File: config.mk
export PLATFORM = sky130hd
export DESIGN_NAME = pipelined_control_unit
export DESIGN_NICKNAME = d
export VERILOG_FILES = /design/src/rtl/rv32_ctrl_pkg.sv /design/src/rtl/rv32_decode_comb.sv /design/src/rtl/pipelined_control_unit.sv
export SDC_FILE = /design/constraint.sdc
export NUM_CORES = 1
export LEC_CHECK = 0
export CELL_PAD_IN_SITES_DETAIL_PLACEMENT = 0
export CELL_PAD_IN_SITES_GLOBAL_PLACEMENT = 1
export CORE_AREA = 2 2 68 70
export CTS_CLUSTER_DIAMETER = 100
export DETAILED_ROUTE_END_ITERATION = 8
export DIE_AREA = 0 0 70 72
export DONT_BUFFER_PORTS = 1
export MAX_ROUTING_LAYER = met4
export PLACE_DENSITY_LB_ADDON = 0.25
export SLEW_MARGIN = 40
export SYNTH_ARGS = -nofsm -noshare
export SYNTH_HDL_FRONTEND = slang
export SYNTH_SLANG_ARGS = --single-unit
File: constraint.sdc
create_clock -name CLK -period 3.6 [get_ports CLK]
set_input_delay 0.72 -clock CLK [delete_from_list [all_inputs] [get_ports CLK]]
set_output_delay 0.72 -clock CLK [all_outputs]
set_load 0.02 [all_outputs]
File: src/rtl/rv32_ctrl_pkg.sv
// Opcodes, ALU/immediate encodings and the ID/EX control bundle shared by the RV32IM control unit.
package rv32_ctrl_pkg;

   localparam logic [6:0] OP_LOAD   = 7'b0000011;
   localparam logic [6:0] OP_IMM    = 7'b0010011;
   localparam logic [6:0] OP_AUIPC  = 7'b0010111;
   localparam logic [6:0] OP_STORE  = 7'b0100011;
   localparam logic [6:0] OP_R      = 7'b0110011;
   localparam logic [6:0] OP_LUI    = 7'b0110111;
   localparam logic [6:0] OP_BRANCH = 7'b1100011;
   localparam logic [6:0] OP_JALR   = 7'b1100111;
   localparam logic [6:0] OP_JAL    = 7'b1101111;

   localparam logic [6:0] F7_BASE = 7'b0000000;
   localparam logic [6:0] F7_ALT  = 7'b0100000;
   localparam logic [6:0] F7_MEXT = 7'b0000001;

   typedef enum logic [4:0] {
      ALU_ADD    = 5'b00000,
      ALU_SUB    = 5'b00001,
      ALU_SLL    = 5'b00010,
      ALU_SLT    = 5'b00011,
      ALU_SLTU   = 5'b00100,
      ALU_XOR    = 5'b00101,
      ALU_SRL    = 5'b00110,
      ALU_SRA    = 5'b00111,
      ALU_OR     = 5'b01000,
      ALU_AND    = 5'b01001,
      ALU_MUL    = 5'b01010,
      ALU_MULH   = 5'b01011,
      ALU_MULHSU = 5'b01100,
      ALU_MULHU  = 5'b01101,
      ALU_DIV    = 5'b01110,
      ALU_DIVU   = 5'b01111,
      ALU_REM    = 5'b10000,
      ALU_REMU   = 5'b10001,
      ALU_FWD    = 5'b10010
   } alu_op_e;

   typedef enum logic [2:0] {
      IMM_I    = 3'b000,
      IMM_S    = 3'b001,
      IMM_B    = 3'b010,
      IMM_U    = 3'b011,
      IMM_J    = 3'b100,
      IMM_NONE = 3'b111
   } imm_type_e;

   typedef enum logic {
      ST_RUN   = 1'b0,
      ST_MWAIT = 1'b1
   } state_e;

   typedef struct packed {
      alu_op_e    alu_op;
      imm_type_e  imm_type;
      logic       write_enable;
      logic       memory_access;
      logic       mem_write;
      logic       mem_read;
      logic       jump_and_link;
      logic       immediate_select;
      logic       offset_generator;
      logic       branch;
      logic       jump;
      logic [2:0] funct3;
      logic [4:0] rd_addr;
   } ctrl_t;

   function automatic ctrl_t ctrl_nop();
      ctrl_t c;
      c          = '0;
      c.imm_type = IMM_NONE;
      return c;
   endfunction

   // funct3 -> ALU op for the base-encoded (funct7 = 0) register and immediate forms.
   function automatic alu_op_e alu_base(input logic [2:0] f3);
      case (f3)
         3'd0:    return ALU_ADD;
         3'd1:    return ALU_SLL;
         3'd2:    return ALU_SLT;
         3'd3:    return ALU_SLTU;
         3'd4:    return ALU_XOR;
         3'd5:    return ALU_SRL;
         3'd6:    return ALU_OR;
         default: return ALU_AND;
      endcase
   endfunction

endpackage

File: src/rtl/rv32_decode_comb.sv
// Pure combinational RV32IM decode: control bundle, EX cycle count and illegal flag.
module rv32_decode_comb
   import rv32_ctrl_pkg::*;
#(
   parameter int M_EXT      = 1,
   parameter int MUL_CYCLES = 1,
   parameter int DIV_CYCLES = 4,
   parameter int CNT_W      = 6
) (
   input  logic [31:0]      instruction,
   output ctrl_t            ctrl,
   output logic [CNT_W-1:0] op_cycles,
   output logic             illegal
);

   logic [6:0] opcode;
   logic [2:0] funct3;
   logic [6:0] funct7;
   logic       unused_fields;

   assign opcode        = instruction[6:0];
   assign funct3        = instruction[14:12];
   assign funct7        = instruction[31:25];
   assign unused_fields = ^instruction[24:15];

   always_comb begin
      ctrl           = ctrl_nop();
      ctrl.funct3    = funct3;
      ctrl.rd_addr   = instruction[11:7];
      op_cycles      = CNT_W'(1);
      illegal        = 1'b0;

      case (opcode)
         OP_R: begin
            ctrl.write_enable = 1'b1;
            case (funct7)
               F7_BASE: ctrl.alu_op = alu_base(funct3);
               F7_ALT: begin
                  if (funct3 == 3'd0)      ctrl.alu_op = ALU_SUB;
                  else if (funct3 == 3'd5) ctrl.alu_op = ALU_SRA;
                  else                     illegal     = 1'b1;
               end
               F7_MEXT: begin
                  if (M_EXT == 0) begin
                     illegal = 1'b1;
                  end else begin
                     case (funct3)
                        3'd0:    ctrl.alu_op = ALU_MUL;
                        3'd1:    ctrl.alu_op = ALU_MULH;
                        3'd2:    ctrl.alu_op = ALU_MULHSU;
                        3'd3:    ctrl.alu_op = ALU_MULHU;
                        3'd4:    ctrl.alu_op = ALU_DIV;
                        3'd5:    ctrl.alu_op = ALU_DIVU;
                        3'd6:    ctrl.alu_op = ALU_REM;
                        default: ctrl.alu_op = ALU_REMU;
                     endcase
                     // funct3[2] splits the multiplier group from divide/remainder.
                     op_cycles = funct3[2] ? CNT_W'(DIV_CYCLES) : CNT_W'(MUL_CYCLES);
                  end
               end
               default: illegal = 1'b1;
            endcase
         end
         OP_IMM: begin
            ctrl.immediate_select = 1'b1;
            ctrl.imm_type         = IMM_I;
            ctrl.alu_op           = alu_base(funct3);
            if (funct3 == 3'd1 && funct7 != F7_BASE) illegal = 1'b1;
            if (funct3 == 3'd5) begin
               if (funct7 == F7_ALT)        ctrl.alu_op = ALU_SRA;
               else if (funct7 != F7_BASE)  illegal     = 1'b1;
            end
         end
         OP_LOAD: begin
            ctrl.memory_access = 1'b1;
            ctrl.mem_read      = 1'b1;
            ctrl.write_enable  = 1'b1;
            ctrl.imm_type      = IMM_I;
            if (funct3 == 3'd3 || funct3 == 3'd6 || funct3 == 3'd7) illegal = 1'b1;
         end
         OP_STORE: begin
            ctrl.memory_access = 1'b1;
            ctrl.mem_write     = 1'b1;
            ctrl.imm_type      = IMM_S;
            if (funct3 > 3'd2) illegal = 1'b1;
         end
         OP_BRANCH: begin
            ctrl.branch           = 1'b1;
            ctrl.offset_generator = 1'b1;
            ctrl.alu_op           = ALU_SUB;
            ctrl.imm_type         = IMM_B;
            if (funct3 == 3'd2 || funct3 == 3'd3) illegal = 1'b1;
         end
         OP_JAL: begin
            ctrl.jump             = 1'b1;
            ctrl.jump_and_link    = 1'b1;
            ctrl.offset_generator = 1'b1;
            ctrl.imm_type         = IMM_J;
         end
         OP_JALR: begin
            ctrl.jump             = 1'b1;
            ctrl.jump_and_link    = 1'b1;
            ctrl.immediate_select = 1'b1;
            ctrl.imm_type         = IMM_I;
            if (funct3 != 3'd0) illegal = 1'b1;
         end
         OP_LUI: begin
            ctrl.alu_op   = ALU_FWD;
            ctrl.imm_type = IMM_U;
         end
         OP_AUIPC: begin
            ctrl.offset_generator = 1'b1;
            ctrl.imm_type         = IMM_U;
         end
         default: illegal = 1'b1;
      endcase
   end

endmodule

File: src/rtl/pipelined_control_unit.sv
// Registered ID/EX control stage: one-cycle decode latency, stalls the front end for multi-cycle M ops.
module pipelined_control_unit
   import rv32_ctrl_pkg::*;
#(
   parameter int M_EXT      = 1,
   parameter int MUL_CYCLES = 1,
   parameter int DIV_CYCLES = 4,
   parameter int CNT_W      = 6
) (
   input  logic        CLK,
   input  logic        RESET_N,
   input  logic [31:0] INSTRUCTION,
   input  logic        ID_VALID,
   input  logic        HOLD,
   input  logic        FLUSH,
   output logic [4:0]  ALU_OPCODE,
   output logic [2:0]  IMMEDIATE_TYPE,
   output logic        WRITE_ENABLE,
   output logic        MEMORY_ACCESS,
   output logic        MEM_WRITE,
   output logic        MEM_READ,
   output logic        JUMP_AND_LINK,
   output logic        IMMEDIATE_SELECT,
   output logic        OFFSET_GENARATOR,
   output logic        BRANCH,
   output logic        JUMP,
   output logic [2:0]  FUNCT3,
   output logic [4:0]  RD_ADDR,
   output logic        EX_VALID,
   output logic        ILLEGAL,
   output logic        STALL_ID
);

   ctrl_t            dec_ctrl;
   logic [CNT_W-1:0] dec_cycles;
   logic             dec_illegal;
   logic             dec_multi;

   state_e           state_q, state_d;
   logic [CNT_W-1:0] cnt_q, cnt_d;

   ctrl_t            ctrl_q, load_ctrl;
   logic             ex_valid_q, illegal_q;
   logic             load_en, load_vld, load_ill;

   rv32_decode_comb #(
      .M_EXT      (M_EXT),
      .MUL_CYCLES (MUL_CYCLES),
      .DIV_CYCLES (DIV_CYCLES),
      .CNT_W      (CNT_W)
   ) u_decode (
      .instruction (INSTRUCTION),
      .ctrl        (dec_ctrl),
      .op_cycles   (dec_cycles),
      .illegal     (dec_illegal)
   );

   assign dec_multi = ID_VALID && !dec_illegal && (dec_cycles > CNT_W'(1));

   always_ff @(posedge CLK or negedge RESET_N) begin
      if (!RESET_N) begin
         state_q <= ST_RUN;
         cnt_q   <= '0;
      end else begin
         state_q <= state_d;
         cnt_q   <= cnt_d;
      end
   end

   // Every non-held edge reloads ID/EX; anything but a live legal op in RUN loads a bubble.
   always_comb begin
      state_d   = state_q;
      cnt_d     = cnt_q;
      load_en   = 1'b0;
      load_ctrl = ctrl_nop();
      load_vld  = 1'b0;
      load_ill  = 1'b0;
      if (FLUSH) begin
         state_d = ST_RUN;
         cnt_d   = '0;
         load_en = 1'b1;
      end else if (!HOLD) begin
         load_en = 1'b1;
         case (state_q)
            ST_RUN: begin
               if (ID_VALID && dec_illegal) begin
                  load_ill = 1'b1;
               end else if (ID_VALID) begin
                  load_ctrl = dec_ctrl;
                  load_vld  = 1'b1;
                  if (dec_multi) begin
                     state_d = ST_MWAIT;
                     cnt_d   = dec_cycles - CNT_W'(1);
                  end
               end
            end
            default: begin
               cnt_d = cnt_q - CNT_W'(1);
               if (cnt_q == CNT_W'(1)) state_d = ST_RUN;
            end
         endcase
      end
   end

   always_comb begin
      STALL_ID = (state_q == ST_MWAIT) || ((state_q == ST_RUN) && dec_multi);
   end

   always_ff @(posedge CLK or negedge RESET_N) begin
      if (!RESET_N) begin
         ctrl_q     <= ctrl_nop();
         ex_valid_q <= 1'b0;
         illegal_q  <= 1'b0;
      end else if (load_en) begin
         ctrl_q     <= load_ctrl;
         ex_valid_q <= load_vld;
         illegal_q  <= load_ill;
      end
   end

   assign ALU_OPCODE       = ctrl_q.alu_op;
   assign IMMEDIATE_TYPE   = ctrl_q.imm_type;
   assign WRITE_ENABLE     = ctrl_q.write_enable;
   assign MEMORY_ACCESS    = ctrl_q.memory_access;
   assign MEM_WRITE        = ctrl_q.mem_write;
   assign MEM_READ         = ctrl_q.mem_read;
   assign JUMP_AND_LINK    = ctrl_q.jump_and_link;
   assign IMMEDIATE_SELECT = ctrl_q.immediate_select;
   assign OFFSET_GENARATOR = ctrl_q.offset_generator;
   assign BRANCH           = ctrl_q.branch;
   assign JUMP             = ctrl_q.jump;
   assign FUNCT3           = ctrl_q.funct3;
   assign RD_ADDR          = ctrl_q.rd_addr;
   assign EX_VALID         = ex_valid_q;
   assign ILLEGAL          = illegal_q;

endmodule

==> images/class_map.png <==
Fill, decap, tap and diode cells in grey.
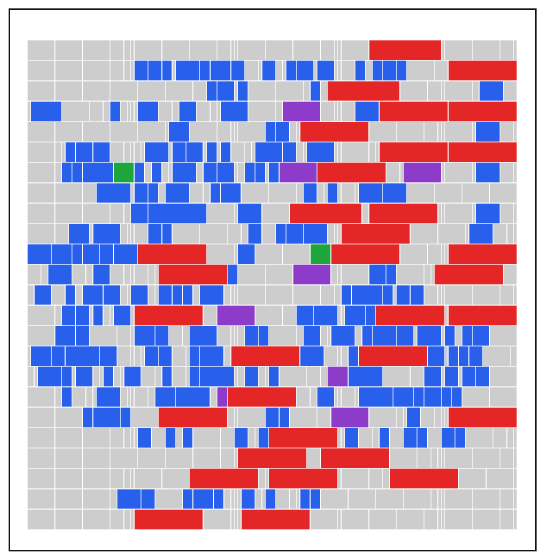
- registers: red (cells 33)
- clock drivers and dummy loads: purple (cells 8)
- remaining buffers and delay cells: green (cells 2)
- remaining logic cells: blue (cells 192)

==> images/placed.png <==
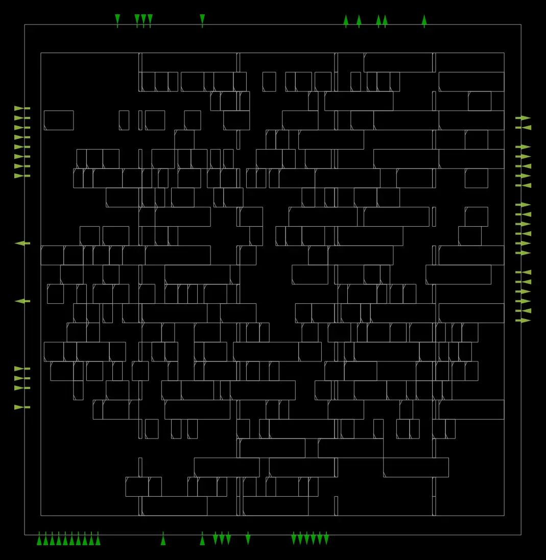
Core Util, Final: 0.507
# rows: 24
Tapcells: 52

==> changes_impl.md <==
## Implementation

- Outcome: complete, no violations
- Layout area overhead: 4.91%
- Total grt overflow: 0
- Critical path origin: INSTRUCTION[31]
- Pre-CTS setup slack: 0.693 ns
- Slew HR: 0.498
- Initial antenna violation count: 0
- CTS tree: done
- Die width: 70 µm
- Setup Buffers After CTS: 0
- GR Layer Usage met1: 0.263
- Internal power: roughly 0.55 mW
- Pins Over Slew Limit: 0
- Layout clock area frac: 0.0434
- Hold_ws: 0.118 ns
- Cell total after placement: 279
- Clock Sinks: 33
- PortBufs: 0
- Design area: roughly 0.0022 mm²
- First-pass GRT wire length: between 8000 and 9000 µm
- Max frequency: 356 MHz
- HPWL after DPL: ~3700 µm
- Fin crit share: 0.781
- Inverters: 13
- Clock Power Share: 0.402
- Comb power: roughly 0.057 mW
- Flops: 33
- Top Consumer: registers
- Setup TNS: 0 ns
- Final worst slack: 0.790 ns
- Register area share after synthesis: 0.402
- Gate Area: 0.00111 mm²
- Mapped Cells: about 240
- Vias in the first global route: ~1.7k
- Signal buffers: 2
- Clock Tree Root: clkbuf_8
- Ant diodes: 0
- Most frequent cells in the layout: dfrtp_1 (30), nand2_1 (30), nor2_1 (24), o21ai_0 (19)
- Met2 GRT Util: 0.334
- DRT iter0 DRCs: roughly 86
- R2r startpoint: state_q
- Fin cells: between 200 and 300
- Worst vdd ir: 132 µV
- Clock buf count: 7
- Area share, top type: 0.364
- NetSw: ~0.17 mW
- Met3 demand-to-capacity share in global routing: 0.0514
- Nets: 277
- Routed via count: between 1.5k and 2k
- Routed wire per std cell: 17.3 µm
- Gate power share: 0.079
- Tool Warnings: around 40
- Crit path to: STALL_ID
- GRT busiest layer: met2
- Min Tclk post-route: approximately 2.8 ns
- Sequential portion of the cell area: 0.383
- Sw Ratio: 0.235
- DR WL met2: roughly 2300 µm
- Slowest-stage cell, CP: or4_4
- Flop2flop setup slack: 1.64 ns
- Syn avg cell area: about 8.5 µm²
- Largest net degree at the start of global routing: 34
- Sequential Area: 830 µm²
- Leakage: roughly 0.9 nW
- Number of cells in Yosys stat: about 240
- Max Cap Violations: 0
- Met3 Wirelength: 333 µm
- Highest metal used: met4
- Total track usage: 0.210
- Clk. pwr: about 0.29 mW
- Syn Nets: between 200 and 300
- Chip Area, Yosys: 0.00206 mm²
- Worst setup path category: primary input to output port
- Final setup skew: between 0.006 and 0.007 ns
- Post-synth regs: 33
- Combinational fraction of the cell area: 0.514
- Top cell category: multi-input combinational cells
- WP depth: 5
- Post-synth EDFFs: 0
- Dominant Register Cell: dfrtp_1
- Crit path launch type: primary input
- Comb gates: ~180
- I/O pin count: around 65
- RD Place Congestion: 0.847
- Asr flop ratio synth: 1.00
- RSZ-0062 raised after global routing: no
- Worst hold path class: primary input to asynchronous set/reset pin
- Crit path cell chain: or4_4 -> nor4_1 -> buf_4 -> a31oi_1 -> inv_1
- CP Buf/Inv Count: 2
- Die height: about 70 µm
- Clock Latency Late Sink: between 0.2 and 0.3 ns
- Final Hold Fails: 0
==> images/floorplan.png <==
Scale bar: 20 µm. Pins as bars on the die edge. Tap cells in grey.
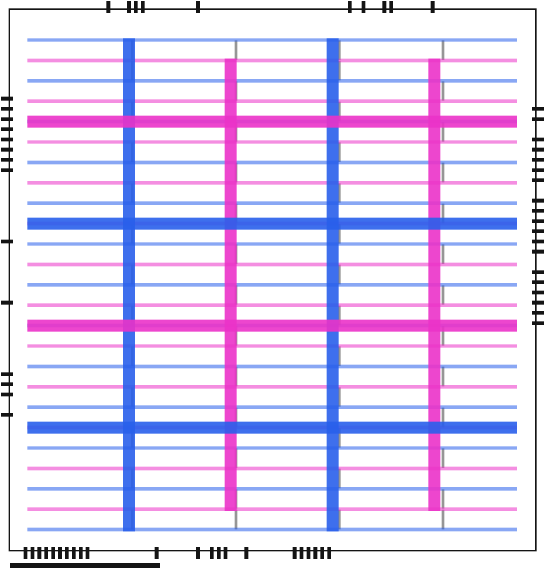
- VSS: blue
- VDD: magenta
- met4 straps: 4
- signal pins: 65
- met1 rails: 25
- rows: 24
- met5 straps: 4

-- logic make-up after synthesis --
family                   Yosys count  share of synthesized area
buffers and inverters             30                     0.0601
AND/OR/NAND/NOR                   93                      0.230
XOR/XNOR                           4                     0.0170
multiplexers                       5                     0.0249
adder cells (fa/ha/maj)            6                     0.0364
AND-OR/OR-AND                     71                      0.229
flip-flops                        33                      0.402
-- registers in the layout, indices dropped and copies added, names as in the netlist, 3 cells and up --
signal,count
FUNCT3,3
IMMEDIATE_TYPE,3
RD_ADDR,5
ALU_OPCODE,5
cnt_q,6
Power and IR drop assume default switching activity.
